**src/rtl/ex_trap_req.sv**
```systemverilog
// External-interrupt initiator: synchronizes IRQ lines, latches rising edges as
// pending bits, and issues one fixed-priority valid/ready trap request at a time.

module ex_trap_lane #(
  parameter int SYNC_STAGES = 2
) (
  input  logic clk,
  input  logic rst_n,
  input  logic irq,
  output logic set
);
  logic [SYNC_STAGES-1:0] sync;
  logic                   s_d;

  always_ff @(posedge clk or negedge rst_n) begin
    if (!rst_n) begin
      sync <= '0;
      s_d  <= 1'b0;
    end else begin
      sync <= {sync[SYNC_STAGES-2:0], irq};
      s_d  <= sync[SYNC_STAGES-1];
    end
  end

  assign set = sync[SYNC_STAGES-1] & ~s_d;
endmodule

module ex_trap_req #(
  parameter int IRQ_NUM     = 8,
  parameter int SYNC_STAGES = 2,
  parameter int HOLDOFF_CYC = 4,
  parameter int ID_W        = 4
) (
  input  logic               clk,
  input  logic               rst_n,
  input  logic [IRQ_NUM-1:0] irq_i,
  input  logic [IRQ_NUM-1:0] irq_en_i,
  output logic               core_ex_trap_valid,
  input  logic               core_ex_trap_ready,
  output logic [ID_W-1:0]    trap_id_o,
  output logic [IRQ_NUM-1:0] pending_o,
  output logic               busy_o
);
  localparam int CNT_W = (HOLDOFF_CYC > 1) ? $clog2(HOLDOFF_CYC) : 1;

  typedef enum logic [1:0] {IDLE, REQ, HOLD} state_t;

  state_t             state, state_n;
  logic               valid_n;
  logic [ID_W-1:0]    id_n, win_id;
  logic [CNT_W-1:0]   cnt, cnt_n;
  logic [IRQ_NUM-1:0] set_vec, clr_vec, pending, elig;
  logic               accept;

  for (genvar g = 0; g < IRQ_NUM; g++) begin : g_lane
    ex_trap_lane #(.SYNC_STAGES(SYNC_STAGES)) u_lane (
      .clk  (clk),
      .rst_n(rst_n),
      .irq  (irq_i[g]),
      .set  (set_vec[g])
    );
    assign clr_vec[g] = accept && (trap_id_o == ID_W'(g));
  end

  assign accept = (state == REQ) && core_ex_trap_ready;
  assign elig   = pending & irq_en_i;

  // Set is OR-ed in after the clear so a new edge on the accepted line survives.
  always_ff @(posedge clk or negedge rst_n) begin
    if (!rst_n) pending <= '0;
    else        pending <= (pending & ~clr_vec) | set_vec;
  end

  // Lowest index wins: scan downward so the last hit is the smallest index.
  always_comb begin
    win_id = '0;
    for (int i = IRQ_NUM - 1; i >= 0; i--)
      if (elig[i]) win_id = ID_W'(i);
  end

  always_ff @(posedge clk or negedge rst_n) begin
    if (!rst_n) begin
      state              <= IDLE;
      core_ex_trap_valid <= 1'b0;
      trap_id_o          <= '0;
      cnt                <= '0;
    end else begin
      state              <= state_n;
      core_ex_trap_valid <= valid_n;
      trap_id_o          <= id_n;
      cnt                <= cnt_n;
    end
  end

  always_comb begin
    state_n = state;
    valid_n = core_ex_trap_valid;
    id_n    = trap_id_o;
    cnt_n   = cnt;
    case (state)
      IDLE: begin
        if (|elig) begin
          id_n    = win_id;
          valid_n = 1'b1;
          state_n = REQ;
        end
      end
      REQ: begin
        if (core_ex_trap_ready) begin
          valid_n = 1'b0;
          cnt_n   = CNT_W'(HOLDOFF_CYC - 1);
          state_n = HOLD;
        end
      end
      HOLD: begin
        if (cnt == '0) state_n = IDLE;
        else           cnt_n   = cnt - CNT_W'(1);
      end
      default: begin
        state_n = IDLE;
        valid_n = 1'b0;
      end
    endcase
  end

  assign pending_o = pending;
  assign busy_o    = (state != IDLE);
endmodule

```
**config.mk**
```make
export PLATFORM = sky130hd
export DESIGN_NAME = ex_trap_req
export DESIGN_NICKNAME = d
export VERILOG_FILES = /design/src/rtl/ex_trap_req.sv
export SDC_FILE = /design/constraint.sdc
export NUM_CORES = 1
export LEC_CHECK = 0
export CORE_UTILIZATION = 40
export DETAILED_ROUTE_END_ITERATION = 10
export GPL_TIMING_DRIVEN = 0
export HOLD_SLACK_MARGIN = 0.15
export PLACE_DENSITY = 0.66
export RECOVER_POWER = 50
export SYNTH_ARGS = -nofsm -noshare
export SYNTH_HDL_FRONTEND = slang
export SYNTH_SLANG_ARGS = --single-unit
```
**constraint.sdc**
```tcl
create_clock -name clk -period 3.3 [get_ports clk]
set_input_delay 0.99 -clock clk [delete_from_list [all_inputs] [get_ports clk]]
set_output_delay 0.99 -clock clk [all_outputs]
set_load 0.01 [all_outputs]
```
==> job_summary.md, run 1 <==
## Synthesis and layout report

| Metric | Value |
|---|---|
| Outcome | finished with violations |
| Violated checks | max-capacitance violations, max-slew violations |
| TritonRoute pass-1 iters | 4 |
| P_sw | 0.457 mW |
| Mux area share | 0% |
| WS Path Type | reg -> out |
| Synth unique cells | 29 |
| CP endpoint kind | output port |
| Post-synth top area cell | dfrtp_1 |
| Least-Margin Pin Slew | 1.97 ns |
| Crit. Startpoint | state[1] |
| Post-CTS resize count | 0 |
| Layout filler cell count | 294 |
| GR met1 Demand/Resource | 19.6% |
| DIE AREA | 3880 um^2 |
| Max-cap violations | 1 |
| Dominant Register Cell | dfrtp_1 |
| Total power | 1.42 mW |
| Row cnt | 21 |
| Largest register by flop count | g_lane.u_lane.sync |
| Sequential share of power | 46.7% |
| Wirelength, routed | 2.64 mm |
| Grt ovf | 0 |
| CP bufs+invs | 3 |
| RePlAce Congestion | 0.836 |
| Register area | 1000 um^2 |
| # port buffers | 31 |
| RSZ-0062 raised after global routing | no |
| Reg2reg start | pending_o[6] |
| Core Util at FP | 42.5% |
| Final count of pins violating max slew | 41 |
| Share of cells above drive strength 1 | 10.8% |
| Total CTS buffers | 5 |
| Final setup vio count | 0 |
| Worst min path class | reg -> reg |
Figure 1. Routed metal per tile (run 1).
The bar under the picture is 20 um long. The die is cut into 12 by 12 equal tiles; dark purple is low, yellow is high, scaled to the fullest tile. Values are wire area over tile area, all layers added.
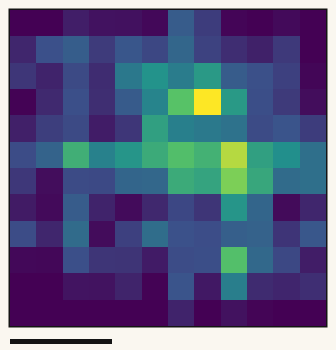
mean over tiles	0.11
nearly empty tiles	15%
emptiest ninth of the die	bottom left
fullest tile	0.48
tiles over half the peak	13%

Figure 2. Placement by cell class (run 1).
The bar under the picture is 20 um long.
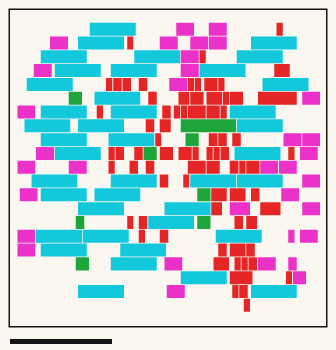
class	colour	cells	share of their area
flops	cyan	40	54%
other buffers and delay cells	magenta	34	18%
combinational and other logic	red	75	23%
clock drivers and dummy loads	green	8	4.4%

Figure 3. Routing congestion (run 1).
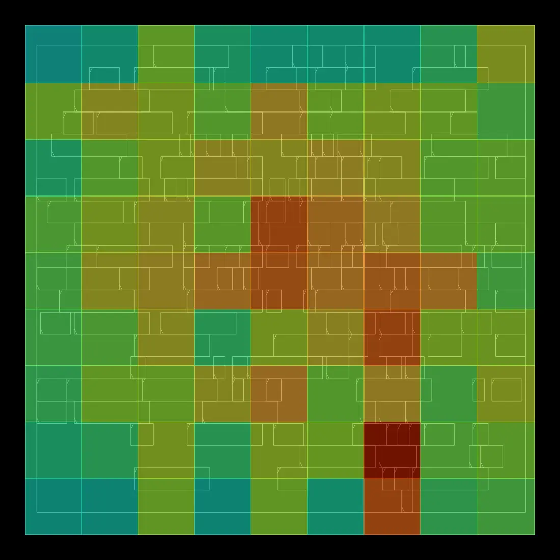
met2 Usage GRT: 24.9%
met3 global-route usage: 5.33%
total track usage: 16.1%

Figure 4. Sizing map (run 1).
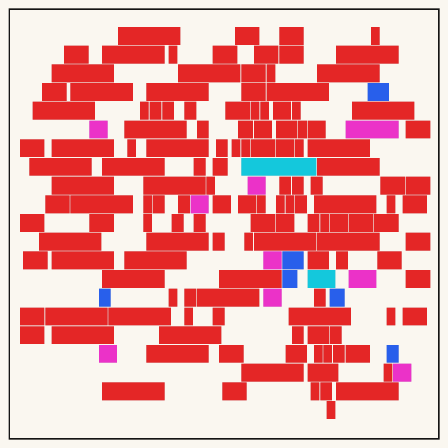

==> run 1 -> run 2 <==
--- a/config.mk
+++ b/config.mk
@@ -9,7 +9,7 @@
 export DETAILED_ROUTE_END_ITERATION = 10
 export GPL_TIMING_DRIVEN = 0
 export HOLD_SLACK_MARGIN = 0.15
-export PLACE_DENSITY = 0.66
+export PLACE_DENSITY = 0.69
 export RECOVER_POWER = 50
 export SYNTH_ARGS = -nofsm -noshare
 export SYNTH_HDL_FRONTEND = slang
==> constraint.sdc (replaced) <==
create_clock -name clk -period 2.3 [get_ports clk]
set_input_delay 0.69 -clock clk [delete_from_list [all_inputs] [get_ports clk]]
set_output_delay 0.69 -clock clk [all_outputs]
set_load 0.01 [all_outputs]
Figure 5. Sizing map (run 2).
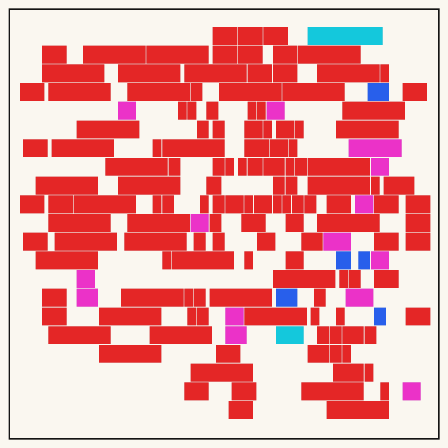
size	colour	cells	share
_2 cells	blue	5	3.1%
_3 and _4 cells	magenta	14	8.8%
_6 and larger	cyan	2	1.3%
_0 and _1 cells	red	139	87%

Figure 6. Routing congestion (run 2).
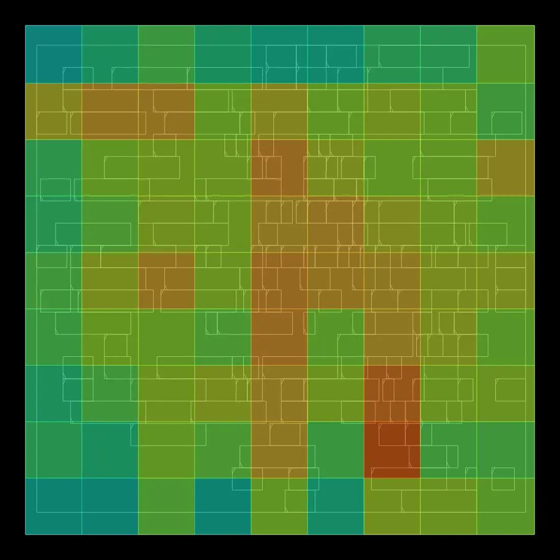
WL/cell: 12.1 um
total track usage: 15.2%

Figure 7. Wires at chosen ports, followed through buffers (run 2).
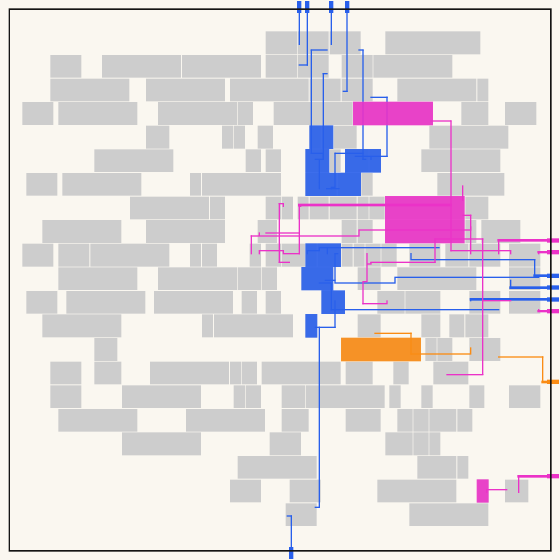
port	colour	bits	direction	edge	end cells	buffers	wire
irq_en_i	blue	8	input	4 top, 3 right, 1 bottom	12	8	221 um
core_ex_trap_valid	orange	1	output	right	1	1	22.7 um
trap_id_o	magenta	4	output	right	4	4	168 um

==> run 2 against run 1 <==
The run now ends clean. Cell count up 1.5%. Total power grew 47%. Largest power group unchanged. Critical path type unchanged. Hold slack worse by 0.00070 ns. Synthesized cell count is the same. Critical path depth down 3.
==> job_summary.md, run 2 <==
## Synthesis and layout report

| Metric | Value |
|---|---|
| Clock power share | 22.2% (was 22.3%) |
| Met2 Usage GRT | 25.0% (was 24.9%) |
| Total CTS buffers | 5 (unchanged) |
| CP bufs+invs | 1 (was 3) |
| Multi-input gates | 63 (unchanged) |
| # port buffers | 31 (unchanged) |
| Via/cell ratio | 4.83 (was 5.14) |
| Total power | 2.09 mW (was 1.42 mW) |
| Reg2reg start | state[1] (was pending_o[6]) |
| CP top delay family | buffers and inverters (unchanged) |
| Crit. Startpoint | trap_id_o[1] (was state[1]) |
| Worst VDD drop | 413 uV (was 319 uV) |
| Synth unique cells | 29 (unchanged) |
| TritonRoute pass-1 iters | 4 (unchanged) |
| Sequential cells | 40 (unchanged) |
| Top cell area share | 68.9% (unchanged) |
| Post-Place Setup Slack | 0.166 ns (was 0.862 ns) |
| Worst hold endpoint | g_lane[6].u_lane.sync[1] (was g_lane[4].u_lane.sync[1]) |
| Grt ovf | 0 (unchanged) |
| Comb pwr | 0.678 mW (was 0.441 mW) |
| Cells after DPL | 195 (unchanged) |
| Synthesized area | 1450 um^2 (unchanged) |
| Core Util at FP | 42.5% (unchanged) |
| Final setup vio count | 0 (unchanged) |
| Critical Path Source Type | register (unchanged) |
| CP endpoint kind | output port (unchanged) |
| RSZ-0062 raised after global routing | no (unchanged) |
| XOR-XNOR Cells, Area Fraction | 0% (unchanged) |
| DPL Wire Length | 1.76 mm (was 1.91 mm) |
| Initial antenna violation count | 0 (unchanged) |
| Floorplan Nets | 138 (unchanged) |
| Post-CTS resize count | 1 (was 0) |
| Well tap count | 46 (unchanged) |
| NumNets Final | 179 (was 176) |
| Sequential share of power | 45.4% (was 46.7%) |
| CTS Buffer Depth | 2 (unchanged) |
| Wirelength, routed | 2.50 mm (was 2.64 mm) |
| Non-clock inverters | 12 (unchanged) |
| Row cnt | 21 (unchanged) |
| Crit-path slowest cell | clkdlybuf4s50_1 (unchanged) |
| DIE AREA | 3880 um^2 (unchanged) |
| Least-Margin Pin Slew | 0.936 ns (was 1.97 ns) |
| Register area | 1000 um^2 (unchanged) |
| Peak per-stage delay on the critical path | 0.59 ns (was 0.47 ns) |
| Met3 WL post-DR | 151 um (was 188 um) |
| Syn Inst Count | 118 (unchanged) |
| Worst endpoint required time | 1.61 ns (was 2.31 ns) |
| Hold slack | 0.358 ns (about the same) |
| Post-CTS repair timing setup buffer count | 0 (unchanged) |
| P_sw | 0.668 mW (was 0.457 mW) |
| Most frequent logic cell in the layout | dfrtp_1 (unchanged) |
| CTS Sinks | 40 (unchanged) |
| Layout filler cell count | 299 (was 294) |
| Final core occ | 56.5% (was 55.5%) |
| Power per cell area | 1080 nW/um^2 (was 750 nW/um^2) |
| Largest register by flop count | g_lane.u_lane.sync (unchanged) |
| P_leak | 0.855 nW (was 0.825 nW) |
| Max-cap violations | 0 (was 1) |
| Worst min path class | reg -> reg (unchanged) |
| Share of cells above drive strength 1 | 13.1% (was 10.8%) |
| WS Path Type | reg -> out (unchanged) |
| RePlAce Congestion | 0.848 (was 0.836) |
| Mux area share | 0% (unchanged) |
| Final count of pins violating max slew | 0 (was 41) |
| Outcome | finished clean (was finished with violations) |
| Worst-path cell chain | clkdlybuf4s50_1 (was buf_2 > nor2_2 > inv_1 > clkdlybuf4s50_1) |
| Uppermost routed layer | met4 (unchanged) |
| GR met1 Demand/Resource | 18.3% (was 19.6%) |
| Dominant Register Cell | dfrtp_1 (unchanged) |
| Post-synth top area cell | dfrtp_1 (unchanged) |
| Top post-synthesis cells by count | dfrtp_1, o21ai_0, nand2_1 (unchanged) |
| Internal power | 1.43 mW (was 0.964 mW) |
| Initial drt markers | 47 (was 45) |
| Met3 global-route usage | 5.33% (unchanged) |
| Cycle use final | 93.1% |
| Switching fraction of total power | 31.9% (was 32.1%) |
| Vias in the first global route | 997 (was 1054) |
| Synth warn | 0 (unchanged) |
Power and IR drop assume default switching activity.
